==> run_1/power_grid.png <==
The bar under the picture is 50 µm long. Pins as bars on the die edge.
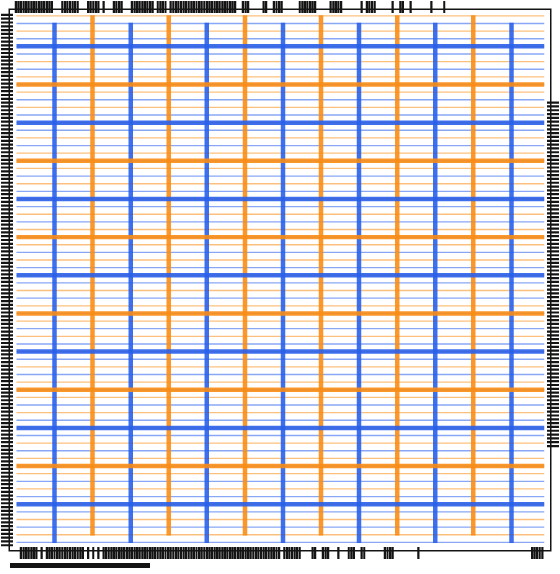
==> run_1/placement_by_type.png <==
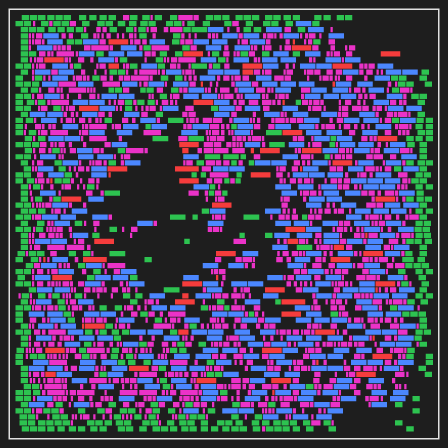
==> run_1/clk_routes.png <==
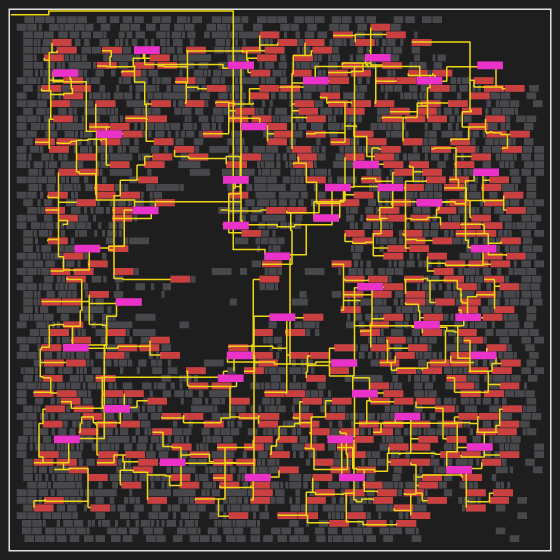
### src/rtl/inv_sub_bytes_sched.sv
// Time-multiplexed InvSubBytes scheduler: round-robin arbitration between two 128-bit
// requesters, streaming the granted block LANES bytes per cycle through a shared S-box bank.
module inv_sub_bytes_sched #(
  parameter int LANES = 4
) (
  input  logic                 clk,
  input  logic                 rst,
  input  logic                 r0_valid,
  input  logic [127:0]         r0_data,
  output logic                 r0_ready,
  input  logic                 r1_valid,
  input  logic [127:0]         r1_data,
  output logic                 r1_ready,
  output logic [LANES*8-1:0]   sbox_in,
  input  logic [LANES*8-1:0]   sbox_out,
  output logic                 out_valid,
  output logic                 out_id,
  output logic [127:0]         out_data,
  input  logic                 out_ready
);

  localparam int CHUNKS = 16 / LANES;
  localparam int LW     = LANES * 8;
  localparam int CW     = (CHUNKS > 1) ? $clog2(CHUNKS) : 1;
  localparam logic [CW-1:0] CNT_LAST = CW'(CHUNKS - 1);

  typedef enum logic [1:0] {
    IDLE = 2'd0,
    RUN  = 2'd1,
    HOLD = 2'd2
  } state_t;

  state_t          state_q, state_d;
  logic [CW-1:0]   cnt_q, cnt_d;
  logic [127:0]    src_q, src_d;
  logic [127:0]    res_q, res_d;
  logic            id_q, id_d;
  logic            last_grant_q, last_grant_d;
  logic            out_valid_q, out_valid_d;
  logic            out_id_q, out_id_d;
  logic [127:0]    out_data_q, out_data_d;

  logic            grant_s;
  logic [6:0]      base_s;

  // Round-robin grant; on a tie the requester not served last wins.
  always_comb begin
    grant_s = 1'b0;
    if (r0_valid && r1_valid) begin
      grant_s = ~last_grant_q;
    end else if (r1_valid) begin
      grant_s = 1'b1;
    end else begin
      grant_s = 1'b0;
    end
    r0_ready = (state_q == IDLE) && r0_valid && !grant_s;
    r1_ready = (state_q == IDLE) && r1_valid && grant_s;
  end

  // Bit offset of the current chunk; the bank input is parked at zero outside RUN.
  always_comb begin
    base_s = 7'(int'(cnt_q) * LW);
    if (state_q == RUN) begin
      sbox_in = src_q[base_s +: LW];
    end else begin
      sbox_in = '0;
    end
  end

  // Next-state logic for the scheduler FSM and its datapath registers.
  always_comb begin
    state_d      = state_q;
    cnt_d        = cnt_q;
    src_d        = src_q;
    res_d        = res_q;
    id_d         = id_q;
    last_grant_d = last_grant_q;
    out_valid_d  = out_valid_q;
    out_id_d     = out_id_q;
    out_data_d   = out_data_q;
    case (state_q)
      IDLE: begin
        if (r0_ready || r1_ready) begin
          src_d        = grant_s ? r1_data : r0_data;
          id_d         = grant_s;
          last_grant_d = grant_s;
          cnt_d        = '0;
          state_d      = RUN;
        end else begin
          state_d = IDLE;
        end
      end
      RUN: begin
        res_d[base_s +: LW] = sbox_out;
        if (cnt_q == CNT_LAST) begin
          // Publish the block including the chunk written this cycle.
          cnt_d       = '0;
          out_data_d  = res_d;
          out_id_d    = id_q;
          out_valid_d = 1'b1;
          state_d     = HOLD;
        end else begin
          cnt_d = cnt_q + CW'(1);
        end
      end
      HOLD: begin
        if (out_ready) begin
          out_valid_d = 1'b0;
          state_d     = IDLE;
        end else begin
          state_d = HOLD;
        end
      end
      default: begin
        state_d     = IDLE;
        cnt_d       = '0;
        out_valid_d = 1'b0;
      end
    endcase
  end

  // State and output registers with synchronous reset.
  always_ff @(posedge clk) begin
    if (rst) begin
      state_q      <= IDLE;
      cnt_q        <= '0;
      src_q        <= 128'd0;
      res_q        <= 128'd0;
      id_q         <= 1'b0;
      last_grant_q <= 1'b1;
      out_valid_q  <= 1'b0;
      out_id_q     <= 1'b0;
      out_data_q   <= 128'd0;
    end else begin
      state_q      <= state_d;
      cnt_q        <= cnt_d;
      src_q        <= src_d;
      res_q        <= res_d;
      id_q         <= id_d;
      last_grant_q <= last_grant_d;
      out_valid_q  <= out_valid_d;
      out_id_q     <= out_id_d;
      out_data_q   <= out_data_d;
    end
  end

  assign out_valid = out_valid_q;
  assign out_id    = out_id_q;
  assign out_data  = out_data_q;

endmodule

### config.mk
export PLATFORM = sky130hd
export DESIGN_NAME = inv_sub_bytes_sched
export DESIGN_NICKNAME = d
export VERILOG_FILES = /design/src/rtl/inv_sub_bytes_sched.sv
export SDC_FILE = /design/constraint.sdc
export NUM_CORES = 1
export LEC_CHECK = 0
export CORE_MARGIN = 2
export CORE_UTILIZATION = 49
export CTS_CLUSTER_SIZE = 25
export DETAILED_ROUTE_END_ITERATION = 10
export GPL_ROUTABILITY_DRIVEN = 0
export PLACE_DENSITY = 0.8
export REMOVE_ABC_BUFFERS = 1
export SKIP_CTS_REPAIR_TIMING = 1
export SLEW_MARGIN = 20
export SYNTH_ARGS = -nofsm -noshare
export SYNTH_HDL_FRONTEND = slang
export SYNTH_SLANG_ARGS = --single-unit
### constraint.sdc
create_clock -name clk -period 3.3 [get_ports clk]
set_input_delay 0.495 -clock clk [delete_from_list [all_inputs] [get_ports clk]]
set_output_delay 0.495 -clock clk [all_outputs]
set_load 0.03 [all_outputs]
==> results.txt, run 1 <==
Summary of the current implementation state.

- The worst-case headroom to the max-slew limit is 30.0%, for reference.
- The max-slew violation count is 0, for reference.
- The area of the multi-input gates is 0.00849 mm², for reference.
- The cell total in the yosys stat output is 1,956, for reference.
- The sequential cell count is 392, for reference.
- The finished layout holds 2,741 standard cells, fillers aside.
- Per the synthesis report, the AND-OR/OR-AND share of the synthesized area is 26.7%.
- The number of cells on the critical path is 4, for reference.
- Setup repair after global routing left no endpoint under its margin.
- The placed instances occupy a cell area of 0.0220 mm².
- The DRC marker count from the first detailed-route iteration is 1,491, for reference.
- The number of endpoints with negative hold slack in the final report is 0, for reference.
- In the post-synthesis netlist, the cell with the most instances is sky130_fd_sc_hd__dfxtp_1.
- The total chip power is 0.0112 W, for reference.
- According to the timing report, the arrival time at the worst endpoint equals 2.66 ns.
- The critical path ends at sbox_in[28].
- Looking at the reg2reg group, the worst path ends at res_q[12].
- The fraction of cell area in multi-input combinational cells is reported as 36.4%.
- Tracing the worst setup path back leads to its startpoint at cnt_q[0].
- The sequential cells in the finished layout cover a total of 0.00785 mm².
- The synthesis report lists the Yosys warning total as 0.
- The critical path's slowest stage uses the library cell sky130_fd_sc_hd__clkdlybuf4s50_1.
- The number of ordinary and repair buffers in the finished layout is 497, for reference.
- The run finished with clean final reports.
- Hold timing on the final database bottoms out at a slack of 0.442 ns.
- The worst setup path is launched from a flop.
- In the routed design, unresolved DRC markers number 0.
- By count the netlist is led by sky130_fd_sc_hd__dfxtp_1, sky130_fd_sc_hd__nand2_1, sky130_fd_sc_hd__a21oi_1, sky130_fd_sc_hd__nor2_1, sky130_fd_sc_hd__a311oi_1.
- Setup slack on the worst reg-to-reg path comes out at 0.68 ns.
- The count of non-CTS inverters in the layout is 6, for reference.
- The overall overflow remaining after global route is 0, for reference.
- Ranking logic cells in the layout by count gives the top entries sky130_fd_sc_hd__clkdlybuf4s50_1, sky130_fd_sc_hd__dfxtp_1, sky130_fd_sc_hd__nand2_1.
-- power_grid.png (at the start) --
- orange: VDD
- blue: VSS
- met5 straps: 13
- met4 straps: 13
- met1 rails: 70
VDD IR-drop max: 0.318 mV
DIE WIDTH: 192 µm

-- placement_by_type.png (at the start) --
- red: clock drivers and dummy loads (cells 68)
- green: remaining buffers and delay cells (cells 497)
- blue: sequential cells (cells 392)
- magenta: combinational and other logic (cells 1,314)
cell area after layout: 0.0233 mm²
final cell utilization of the core: 66.0%
placeable core region: 0.0353 mm²
fraction of standard cell area that is sequential: 33.7%

-- clk_routes.png (at the start) --
- magenta: clock drivers (count 41)
- red: flip-flops (count 392)
- yellow: clock wires (length 4,510 µm)
- flops lie: spread over the die
- routed clock nets: 42
Clock Latency Late Sink: 0.53 ns
final worst clock skew: 0.00846 ns
reported clock group power: 0.00449 W
clock share of power: 40.0%

-- run 1: cell families after synthesis --
family,count (synthesis)
buf+inv,256
simple gates,677
compound gates,593
flops,392
mux,32
fa+ha+maj,6
-- run 1: power breakdown --
group | switching (W) | internal (W) | total [W]
Combinational | 0.000900 | 0.000757 | 0.00166
Clock | 0.00183 | 0.00266 | 0.00449
Sequential | 0.000135 | 0.00494 | 0.00507
Total | 0.00287 | 0.00835 | 0.0112
-- run 1: per-layer routing --
| metal | GRT usage [%] | part of all wire [%] | wire length (µm) |
|---|---|---|---|
| met5 | 0 | 0.090 | 54 |
| met4 | 15.5 | 4.8 | 2880 |
| met3 | 6.16 | 9.0 | 5410 |
| met2 | 51.4 | 48 | 28800 |
| met1 | 37.6 | 38 | 22700 |
==> run_1/wires.png <==
The bar under the picture is 50 µm long.
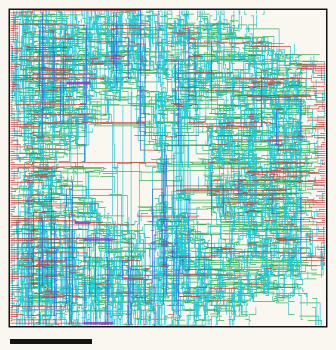

==> run 2: changes to the inputs <==
--- a/config.mk
+++ b/config.mk
@@ -5,12 +5,13 @@
 export SDC_FILE = /design/constraint.sdc
 export NUM_CORES = 1
 export LEC_CHECK = 0
+export ABC_AREA = 1
 export CORE_MARGIN = 2
-export CORE_UTILIZATION = 49
+export CORE_UTILIZATION = 51
 export CTS_CLUSTER_SIZE = 25
 export DETAILED_ROUTE_END_ITERATION = 10
 export GPL_ROUTABILITY_DRIVEN = 0
-export PLACE_DENSITY = 0.8
+export PLACE_DENSITY = 0.81
 export REMOVE_ABC_BUFFERS = 1
 export SKIP_CTS_REPAIR_TIMING = 1
 export SLEW_MARGIN = 20
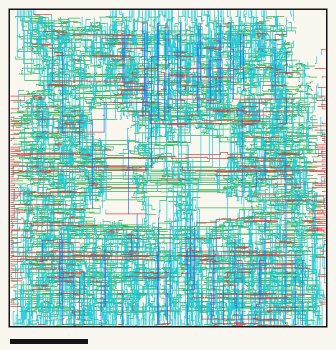
(run_2/wires.png)
The bar under the picture is 50 µm long.
- cyan: metal 2 (wire length 30.6 mm)
- green: metal 1 (wire length 26.2 mm)
- blue: metal 4 (wire length 2,830 µm)
- red: metal 3 (wire length 4,840 µm)
total via count after detailed routing: 21,400
wire length after detailed routing: 64,500 µm
Overall Global Routing Usage: 30.6%

==> results.txt, run 2 <==
Summary of the current implementation state.

- RSZ-0062 raised after global routing: false (unchanged).
- The core area is 0.0387 mm² (was 0.0353 mm²), for reference.
- The floorplan die width came to 202 µm (was 192 µm).
- The met1 usage in global routing is 37.7% (was 37.6%), for reference.
- Status: finished clean (unchanged).
- The sequential share of power is 40.8% (was 45.2%).
- The sequential cell count came to 392 (unchanged).
- The launch point of the worst path is cnt_q[0] (unchanged), for reference.
- The register-to-register setup slack was 0.51 ns (was 0.68 ns).
- The most used routing layer in global routing was met2 (unchanged).
- The highest routed metal layer is met4 (was met5).
- The wire length on met1 is 26,200 µm (was 22,700 µm).
- The largest power group is sequential cells (unchanged), for reference.
- The global-route track usage on met2 is 51.6% (was 51.4%), for reference.
- The DRC violation count after routing was 0 (unchanged).
- The total number of yosys warnings was 0 (unchanged).
- The worst-path cell with the longest stage delay is sky130_fd_sc_hd__buf_4 (was sky130_fd_sc_hd__clkdlybuf4s50_1).
- The cell total in the yosys stat output came to 3,153 (was 1,956).
- The sequential portion of the cell area was 29.9% (was 33.7%).
- The routed wire length on met2 came to 30,600 µm (was 28,800 µm).
- The terminus of the critical flop-to-flop path is out_data[30] (was res_q[12]).
- The met3 track demand over resource in global routing is 5.56% (was 6.16%), for reference.
- The area of the multi-input gates is 0.00992 mm² (was 0.00849 mm²), for reference.
- The worst hold margin is 0.382 ns (was 0.442 ns), for reference.
- The flip-flop and latch area is 0.00785 mm² (unchanged), for reference.
- The part of the total power dissipated in combinational logic is 20.1% (was 14.8%).
- The final core area utilization is 67.8% (was 66.0%), for reference.
- The total chip power was 0.0129 W (was 0.0112 W).
- The wire length on met3 is 4840 µm (was 5410 µm), for reference.
- The number of endpoints with negative hold slack in the final report is 0 (unchanged), for reference.
- The sequential cell power is 0.00526 W (was 0.00507 W), for reference.
- The capture point of the worst path is sbox_in[14] (was sbox_in[28]).
- The power in combinational cells came to 0.00260 W (was 0.00166 W).
- The total non-filler cell area in the finished layout is 0.0263 mm² (was 0.0233 mm²), for reference.
- The leading cell type by number of instances after synthesis is sky130_fd_sc_hd__nand2_1 (was sky130_fd_sc_hd__dfxtp_1), for reference.
- The maximum ir drop on the vdd rail is 0.328 mV (was 0.318 mV), for reference.
## run 2: netlist changes by cell type after synthesis, sizes merged, moves of 39 or more
| cell | before | now |
|---|---|---|
| o211ai | 2 | 64 |
| inv | 6 | 336 |
| buf | 108 | 147 |
| nand2 | 261 | 716 |
| nor2 | 201 | 617 |
| o21ai | 3 | 195 |
| clkbuf | 142 | 89 |
| a311oi | 160 | 0 |
| a21oi | 201 | 70 |
| a22o | 62 | 0 |
| o21a | 0 | 128 |
| a32oi | 64 | 0 |
| nand3 | 96 | 356 |
| a211oi | 64 | 0 |
## run 2: cells by family after synthesis
kind of cell             share of synthesized area, %
buffers and inverters                            11.7
flip-flops                                       39.1
AND-OR/OR-AND                                    13.8
AND/OR/NAND/NOR                                  35.0
adder cells (fa/ha/maj)                         0.374
==> run_2/clk_routes.png <==
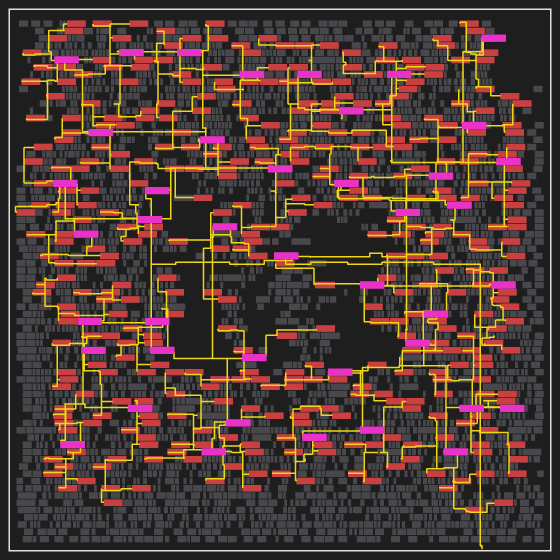

==> run 3: changes to the inputs <==
==> constraint.sdc (replaced) <==
create_clock -name clk -period 3.4 [get_ports clk]
set_input_delay 0.51 -clock clk [delete_from_list [all_inputs] [get_ports clk]]
set_output_delay 0.51 -clock clk [all_outputs]
set_load 0.03 [all_outputs]
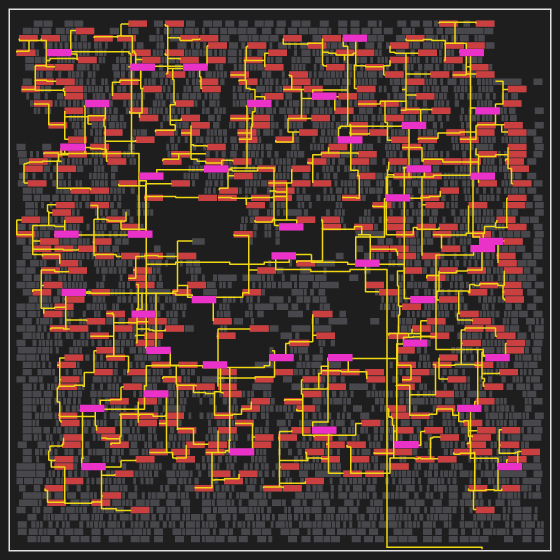
(run_3/clk_routes.png)
- red: flip-flops (count 392)
- yellow: clock wires (length 4,930 µm)
- magenta: clock drivers (count 42)
- flops lie: spread over the die
Clock Latency Late Sink: 0.55 ns
reported clock group power: 0.00469 W
clock share of power: 38.0%
final worst clock skew: 0.0161 ns

==> results.txt, run 3 <==
Summary of the current implementation state.

- Status: finished clean (unchanged).
- The worst-path cell with the longest stage delay was sky130_fd_sc_hd__a21oi_1 (was sky130_fd_sc_hd__buf_4).
- The worst-case headroom to the max-slew limit is 29.5% (was 17.2%).
- The count of placed standard cells in the final layout, fillers left out is 4,007 (was 4,008), for reference.
- The number of ordinary and repair buffers in the finished layout is 492 (was 493), for reference.
- The and-or/or-and share of the synthesized area came to 13.8% (unchanged).
- The core area was 0.0387 mm² (unchanged).
- The terminus of the critical flop-to-flop path was res_q[18] (was out_data[30]).
- The sequential portion of the cell area was 29.9% (about the same).
- The number of cells on the critical path came to 6 (was 5).
- The DRC marker count from the first detailed-route iteration is 1,838 (was 1,792), for reference.
- The aggregate routed wire length was 65,000 µm (was 64,500 µm).
- The flip-flop and latch area is 0.00785 mm² (unchanged), for reference.
- The global-route track usage on met2 is 50.9% (was 51.6%).
- The met3 track demand over resource in global routing was 4.77% (was 5.56%).
- The DRC violation count after routing is 0 (unchanged), for reference.
- The wire length on met1 was 26,500 µm (was 26,200 µm).
- Top post-synthesis cells by count: sky130_fd_sc_hd__nand2_1, sky130_fd_sc_hd__nor2_1, sky130_fd_sc_hd__dfxtp_1, sky130_fd_sc_hd__nand3_1, sky130_fd_sc_hd__inv_1 (unchanged).
- The worst hold margin is 0.315 ns (was 0.382 ns), for reference.
- The leading cell type by number of instances after synthesis is sky130_fd_sc_hd__nand2_1 (unchanged), for reference.
- Commonest cells after routing, fill and taps aside: sky130_fd_sc_hd__nand2_1, sky130_fd_sc_hd__nor2_1, sky130_fd_sc_hd__clkdlybuf4s50_1 (unchanged).
- The via count came to 21,500 (was 21,400).
- The area share of and/or/nand/nor cells after synthesis is 35.0% (unchanged).
- The total non-filler cell area in the finished layout was 0.0262 mm² (was 0.0263 mm²).
- The endpoint arrival time on the critical path came to 2.34 ns (was 2.56 ns).
- The standard cell area after detailed placement is 0.0248 mm² (about the same), for reference.
- The highest routed metal layer is met4 (unchanged), for reference.
- The logic gate fraction of the total cell area is 37.8% (about the same), for reference.
- The count of non-CTS inverters in the layout is 336 (unchanged).
- The final core area utilization is 67.7% (was 67.8%), for reference.
- The overall overflow remaining after global route is 0 (unchanged), for reference.
- The post-synthesis share of cell area spent on xor and xnor gates is 0% (unchanged), for reference.
- The launch point of the worst path is cnt_q[0] (unchanged), for reference.
- The register-to-register setup slack is 0.82 ns (was 0.51 ns).
-- run 3: cell counts after synthesis --
Identical to the previous run, type by type.
-- run 3: worst min-delay path, stage by stage --
cell,delay [ns]
sky130_fd_sc_hd__buf_4,0.15
sky130_fd_sc_hd__nor2_1,0.06
sky130_fd_sc_hd__nand2_1,0.06
sky130_fd_sc_hd__inv_1,0.03
-- run 3: report_power, final --
part	switching [W]	internal, W	leakage (nW)
combinational	0.00154	0.000986	8.50
clock	0.00189	0.00280	0.704
sequential	0.000172	0.00494	3.22
-- run 3: kinds of logic after synthesis --
logic type               Yosys count
buffers and inverters            572
AND/OR/NAND/NOR                 1726
adder cells (fa/ha/maj)            6
flip-flops                       392
AND-OR/OR-AND                    457

==> notes/layouts.md <==
Pictures saved along the way, in no particular order.

Track usage over the die.
image #1
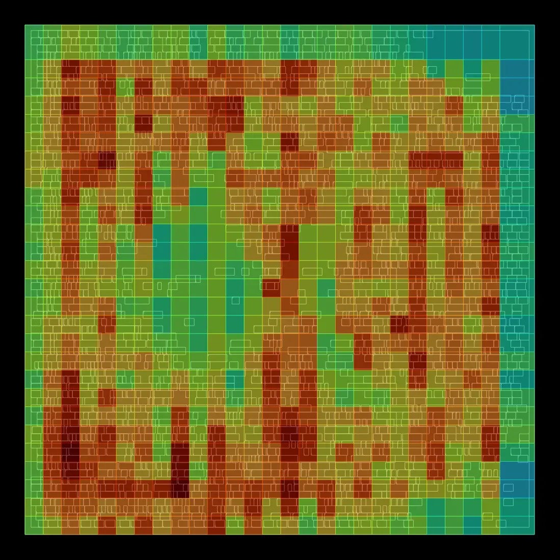
image #2
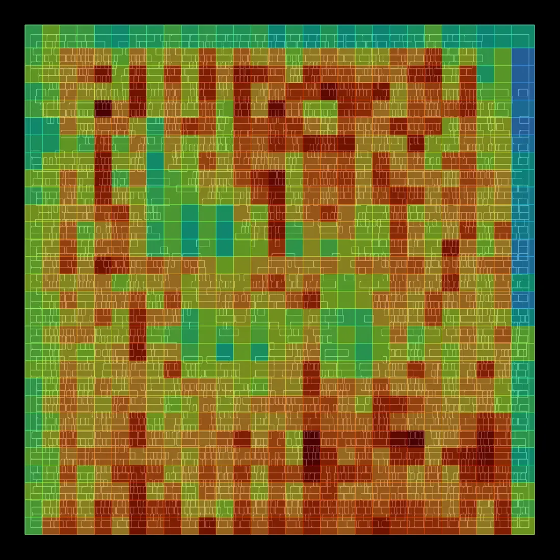
| from | picture |
|---|---|
| run 3 | image #2 |
| run 1 | image #1 |
- most wire per cell: image #1

Power is estimated from default activity; no workload was simulated.
